==> run_1/met2.png <==
Scale: 2 px per um.
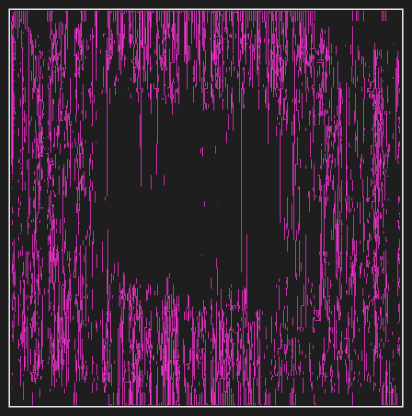
==> run_1/met1.png <==
Scale: 2 px per um. Supply wires on this layer in gray. Cells faint in the background.
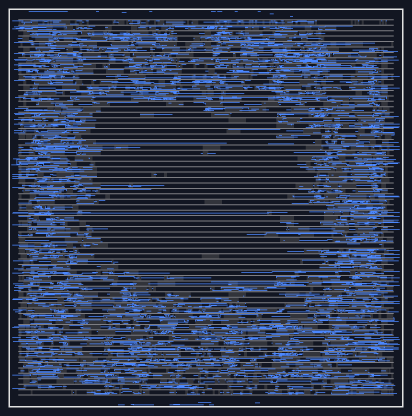
==> run_1/met3.png <==
Scale: 3 px per um. Cells faint in the background.
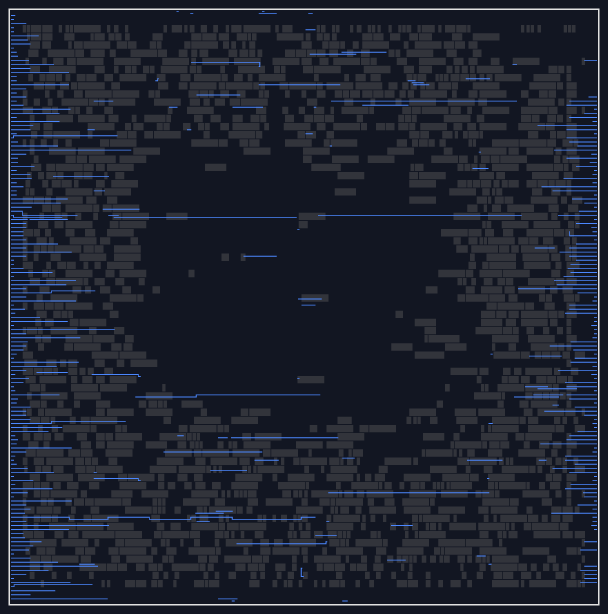
==> run_1/met4.png <==
Scale: 2 px per um. Supply wires on this layer in gray. Cells faint in the background.
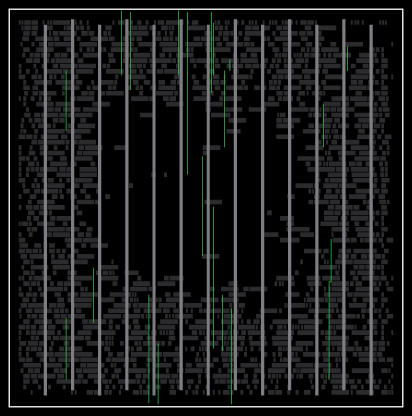
`src/rtl/beehive_vr_prepare_ok_tx.sv`:
```
// Replica-side PrepareOK transmitter: latches {view, opnum, rep_index}, builds the
// 37-byte beehive + prepare_ok header and streams it out MSB-first in DATA_W beats.
module beehive_vr_prepare_ok_tx #(
   parameter int          DATA_W     = 256,
   parameter logic [31:0] FRAG_MAGIC = 32'h20050318,
   parameter int          CNT_W      = 32
) (
   input  logic                      clk,
   input  logic                      rst_n,
   input  logic                      req_val,
   input  logic [63:0]               req_view,
   input  logic [63:0]               req_opnum,
   input  logic [63:0]               req_rep_index,
   output logic                      req_rdy,
   output logic                      tx_val,
   output logic [DATA_W-1:0]         tx_data,
   output logic                      tx_last,
   output logic [$clog2(DATA_W/8):0] tx_padbytes,
   input  logic                      tx_rdy,
   output logic [CNT_W-1:0]          msgs_sent
);
   localparam int FRAME_W = 296;
   localparam int NBEATS  = (FRAME_W + DATA_W - 1) / DATA_W;
   localparam int TOT_W   = NBEATS * DATA_W;
   localparam int PAD     = TOT_W / 8 - FRAME_W / 8;
   localparam int PAD_W   = $clog2(DATA_W/8) + 1;
   localparam int BW      = (NBEATS > 1) ? $clog2(NBEATS) : 1;
   localparam logic [BW-1:0] LAST_BEAT = BW'(NBEATS - 1);

   localparam logic [0:0] IDLE = 1'b0;
   localparam logic [0:0] SEND = 1'b1;

   typedef struct packed {
      logic [63:0] view;
      logic [63:0] opnum;
      logic [63:0] rep_index;
   } prep_ok_t;

   prep_ok_t           req;
   logic [FRAME_W-1:0] frame;
   logic [0:0]         state;
   logic [BW-1:0]      beat_cnt;
   logic [TOT_W-1:0]   frame_q;
   logic [CNT_W-1:0]   cnt_q;
   logic               accept;
   logic               beat_done;

   assign req   = '{view: req_view, opnum: req_opnum, rep_index: req_rep_index};
   assign frame = {FRAG_MAGIC, 8'd5, 64'd24, req};

   // Outputs decode straight from state so an async reset drops tx_val at once.
   assign req_rdy     = (state == IDLE);
   assign tx_val      = (state == SEND);
   assign tx_last     = tx_val & (beat_cnt == LAST_BEAT);
   assign tx_data     = tx_val ? frame_q[TOT_W-1 -: DATA_W] : '0;
   assign tx_padbytes = tx_last ? PAD_W'(PAD) : '0;
   assign msgs_sent   = cnt_q;

   assign accept    = req_val & req_rdy;
   assign beat_done = tx_val & tx_rdy;

   always_ff @(posedge clk or negedge rst_n) begin
      if (!rst_n) begin
         state    <= IDLE;
         beat_cnt <= '0;
         frame_q  <= '0;
         cnt_q    <= '0;
      end else begin
         case (state)
            IDLE: begin
               if (accept) begin
                  frame_q  <= {frame, {(TOT_W-FRAME_W){1'b0}}};
                  beat_cnt <= '0;
                  state    <= SEND;
               end
            end
            default: begin
               if (beat_done) begin
                  if (tx_last) begin
                     cnt_q <= cnt_q + 1'b1;
                     state <= IDLE;
                  end else begin
                     // Current beat always sits in the top DATA_W bits.
                     frame_q  <= frame_q << DATA_W;
                     beat_cnt <= beat_cnt + 1'b1;
                  end
               end
            end
         endcase
      end
   end

endmodule

```
`config.mk`:
```
export PLATFORM = sky130hd
export DESIGN_NAME = beehive_vr_prepare_ok_tx
export DESIGN_NICKNAME = d
export VERILOG_FILES = /design/src/rtl/beehive_vr_prepare_ok_tx.sv
export SDC_FILE = /design/constraint.sdc
export NUM_CORES = 1
export LEC_CHECK = 0
export CORE_AREA = 4 4 192 194
export DETAILED_ROUTE_END_ITERATION = 7
export DIE_AREA = 0 0 196 198
export GPL_TIMING_DRIVEN = 1
export PLACE_DENSITY = 0.68
export SYNTH_ARGS = -nofsm -noshare
export SYNTH_HDL_FRONTEND = slang
export SYNTH_SLANG_ARGS = --single-unit
```
`constraint.sdc`:
```
create_clock -name clk -period 2 [get_ports clk]
set_input_delay 0.3 -clock clk [delete_from_list [all_inputs] [get_ports clk]]
set_output_delay 0.3 -clock clk [all_outputs]
set_load 0.02 [all_outputs]
```
==> job_summary.md, run 1 <==
## PnR job results

| Metric | Value |
|---|---|
| Synth top cell by count | sky130_fd_sc_hd__dfrtp_1 |
| Starting density of the core | 33.15% |
| DIE AREA | 38810 um^2 |
| Outcome | finished with violations |
| Number of flip-flops under the largest register name | roughly 230 |
| CTS H-tree depth | 1 |
| Startpoint of the worst setup timing path | tx_val$_DFF_PN0_ |
| Top routing layer in use | met4 |
| Die Span Y | between 150 and 200 um |
| Max cap viols | 0 |
| Routability congestion estimate | 0.8327 |
| Total setup violations reported at the end of the flow | 95 |
| Yosys top cell by area | sky130_fd_sc_hd__dfrtp_1 |
| Yosys stat chip area | about 12000 um^2 |
| First-iteration detailed-routing DRC count | about 440 |
| Violated checks | setup timing |
| CP Data Required Time | between 1.5 and 2 ns |
| Crit-path slowest cell | sky130_fd_sc_hd__dfrtp_4 |
| Min setup slack post-route | -0.1108 ns |
| Final clock-cell share | around 5.4% |
| Share of final-layout standard cells stronger than drive strength 1 | a little over a fifth |
| Setup_tns | -4.049 ns |
| Placement-stage worst setup slack | 0.04139 ns |
| Global-route wire length before repair | 55610 um |
| Registers, synthesis | 267 |
| Total power | about 25 mW |
Notes on met2.png above:
share of all routed wire: 48%
main direction: vertical
vias after detailed routing: 9269
Total Wirelength: 36390 um
met2 Track Usage GR: 28.72%

Notes on met1.png above:
wire length on this layer: 15400 um
share of all routed wire: 42%
GRT met1 Usage: 23.74%

Notes on met3.png above:
longest straight run: 67.6 um
wire length on this layer: 2930 um
nets with wire on the layer: 302
main direction: horizontal
share of all routed wire: 8.1%
M3 GR Usage: 4.713%

Notes on met4.png above:
wire length on this layer: 765 um
nets with wire on the layer: 13

## Run 2: what changed since run 1
- HOLD_SLACK_MARGIN: default -> 0.02
==> run_2/met3.png <==
Scale: 3 px per um. Cells faint in the background.
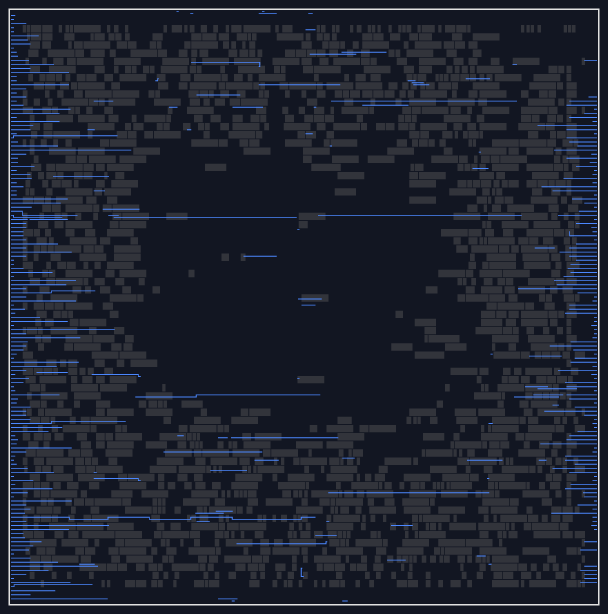
main direction: horizontal
share of all routed wire: 8.1%
wire length on this layer: 2930 um
longest straight run: 67.6 um
nets with wire on the layer: 302

==> run 2 against run 1 <==
The run still ends with setup timing left. Non-clock buffer count is the same. Count of clock-buffer cells in the layout stayed put. Worst hold slack is the same. Largest power group unchanged.
==> job_summary.md, run 2 <==
## PnR job results

| Metric | Value |
|---|---|
| Outcome | finished with violations |
| Violated checks | setup timing |
| Int Pwr | 15.53 mW |
| Global-route wire length before repair | approximately 56000 um |
| GRT met1 Usage | approximately a quarter |
| Yosys top cell by area | sky130_fd_sc_hd__dfrtp_1 |
| Min setup slack post-route | -0.1108 ns |
| Crit-path max FO | 21 |
| Share of final-layout standard cells stronger than drive strength 1 | about a fifth |
| Post-layout utilization of the core | between 40 and 50% |
| Total Wirelength | 36390 um |
| Placement-stage worst setup slack | 0.04139 ns |
| Starting density of the core | ~33% |
| Total global routing track utilization | ~18% |
| Yosys stat chip area | 11680 um^2 |
| Number of cell rows | 69 |
| Met2 Track Usage GR | 28.72% |
| Crit-path slowest cell | sky130_fd_sc_hd__dfrtp_4 |
| DIE AREA | a little under 40000 um^2 |
| Post-synthesis instance area | about 12000 um^2 |
| Launching element type of the critical path | flop |
| Max-Slew Margin vs Limit | 66.58% |
| Startpoint of the worst setup timing path | tx_val$_DFF_PN0_ |
| Worst hold slack | between 0.2 and 0.3 ns |
| Number of standard cells in the final layout excluding fillers | 1951 |
| Adder-cell share of the synthesized area | less than 1% |
| Total setup violations reported at the end of the flow | about 95 |
| Clock group share of total power | 20.3% |
| OpenROAD warning count | 28 |
| Registers, synthesis | 267 |
| Synth top cell by count | sky130_fd_sc_hd__dfrtp_1 |
| Cell types with the highest counts after synthesis | sky130_fd_sc_hd__dfrtp_1, sky130_fd_sc_hd__and2_1, sky130_fd_sc_hd__a22o_1 |
| CTS H-tree depth | 1 |
| Top routing layer in use | met4 |
| Number of flip-flops under the largest register name | around 230 |
| Max cap viols | 0 |
| Die Span Y | a little under 200 um |
| Top logic cells by instance count in the layout | sky130_fd_sc_hd__dfrtp_1, sky130_fd_sc_hd__clkdlybuf4s50_1, sky130_fd_sc_hd__and2_1 |
| First-iteration detailed-routing DRC count | ~440 |
| M3 GR Usage | ~4.7% |
| Final tally of hold violations | 0 |
| Setup_tns | -4.049 ns |
| Total power | ~25 mW |
| Final clock-cell share | about 5.4% |
| CP Data Required Time | approximately 1.7 ns |
| Clock distribution power | 5.13 mW |
| Vias after detailed routing | approximately 9300 |
==> run_2/met1.png <==
Scale: 2 px per um. Supply wires on this layer in gray. Cells faint in the background.
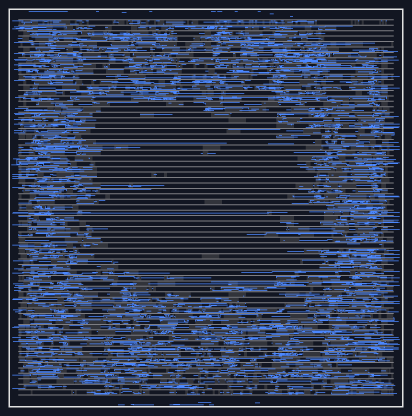
nets with wire on the layer: 1455
wire length on this layer: 15400 um
longest straight run: 112 um

==> run_2/met2.png <==
Scale: 2 px per um.
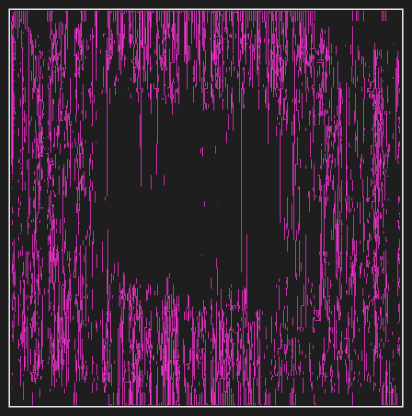

## Run 3: what changed since run 2
- CELL_PAD_IN_SITES_DETAIL_PLACEMENT: default -> 1
- CELL_PAD_IN_SITES_GLOBAL_PLACEMENT: default -> 2
- CORE_AREA: 4 4 192 194 -> default
- CORE_MARGIN: default -> 4
- CORE_UTILIZATION: default -> 26
- DIE_AREA: 0 0 196 198 -> default
- PLACE_DENSITY: 0.68 -> 0.84
==> run_3/met2.png <==
Scale: 2 px per um.
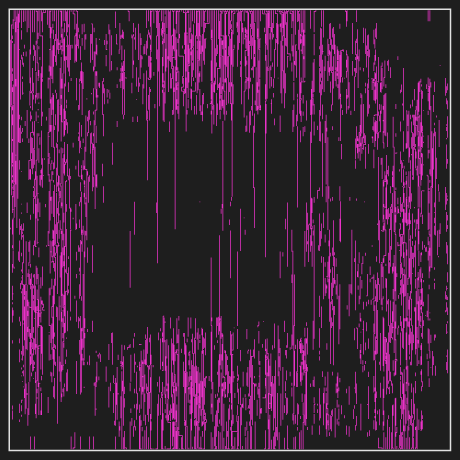
longest straight run: 107 um
share of all routed wire: 49%
nets with wire on the layer: 1569
main direction: vertical
wire length on this layer: 22.1 mm
vias after detailed routing: 9691
met2 Track Usage GR: 27.59%
Total Wirelength: 44910 um

==> run_3/met1.png <==
Scale: 2 px per um. Supply wires on this layer in gray. Cells faint in the background.
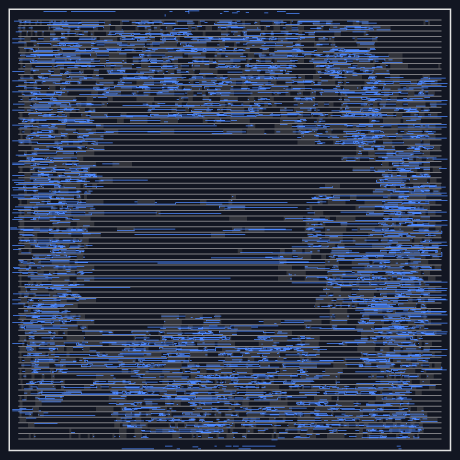
wire length on this layer: 18300 um
share of all routed wire: 41%
nets with wire on the layer: 1509

==> run 3 against run 2 <==
Count of clock-buffer cells in the layout grew 1. Worst hold slack improved by 0.0036 ns. The run still ends with setup timing left. Synthesized area is the same. Sequential power is 2% higher. First-iteration DRC count up 0.68%. Highest routed layer is now met5. Wire length is 23% higher. Die size grew 25%. Cell area grew 10%. Clock skew rose by 0.0071 ns.
==> job_summary.md, run 3 <==
## PnR job results

| Metric | Value |
|---|---|
| Outcome | finished with violations |
| Violated checks | setup timing |
| Registers, synthesis | around 270 |
| Crit-path slowest cell | sky130_fd_sc_hd__dfrtp_4 |
| Adder-cell share of the synthesized area | 0.1071% |
| Number of flip-flops under the largest register name | 233 |
| Max-Slew Margin vs Limit | approximately three fifths |
| First-iteration detailed-routing DRC count | 446 |
| Number of cell rows | approximately 77 |
| CP Data Required Time | ~1.7 ns |
| GRT met1 Usage | about a fifth |
| Min setup slack post-route | -0.1088 ns |
| Yosys top cell by area | sky130_fd_sc_hd__dfrtp_1 |
| Top routing layer in use | met5 |
| CTS H-tree depth | 1 |
| Setup_tns | -11.68 ns |
| Post-synthesis instance area | 11680 um^2 |
| Total setup violations reported at the end of the flow | 318 |
| Starting density of the core | between 20% and 30% |
| Global-route wire length before repair | about 63000 um |
| Die Span Y | around 220 um |
| Clock group share of total power | between 20 and 25% |
| Launching element type of the critical path | flop |
| Cell types with the highest counts after synthesis | sky130_fd_sc_hd__dfrtp_1, sky130_fd_sc_hd__and2_1, sky130_fd_sc_hd__a22o_1 |
| Startpoint of the worst setup timing path | tx_val$_DFF_PN0_ |
| Yosys stat chip area | 11680 um^2 |
| M3 GR Usage | between 5 and 6% |
| Crit-path max FO | 6 |
| DIE AREA | 48370 um^2 |
| Placement-stage worst setup slack | 0.06557 ns |

==> gallery <==
Routing congestion map.
(a)
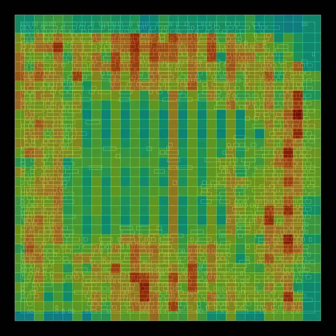
(b)
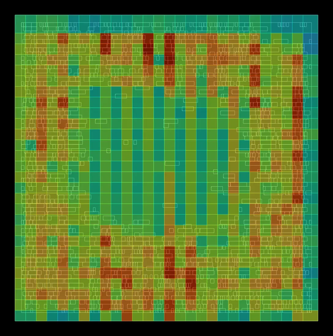
(a) -> run 3
(b) -> run 2

Power is estimated from default activity; no workload was simulated.
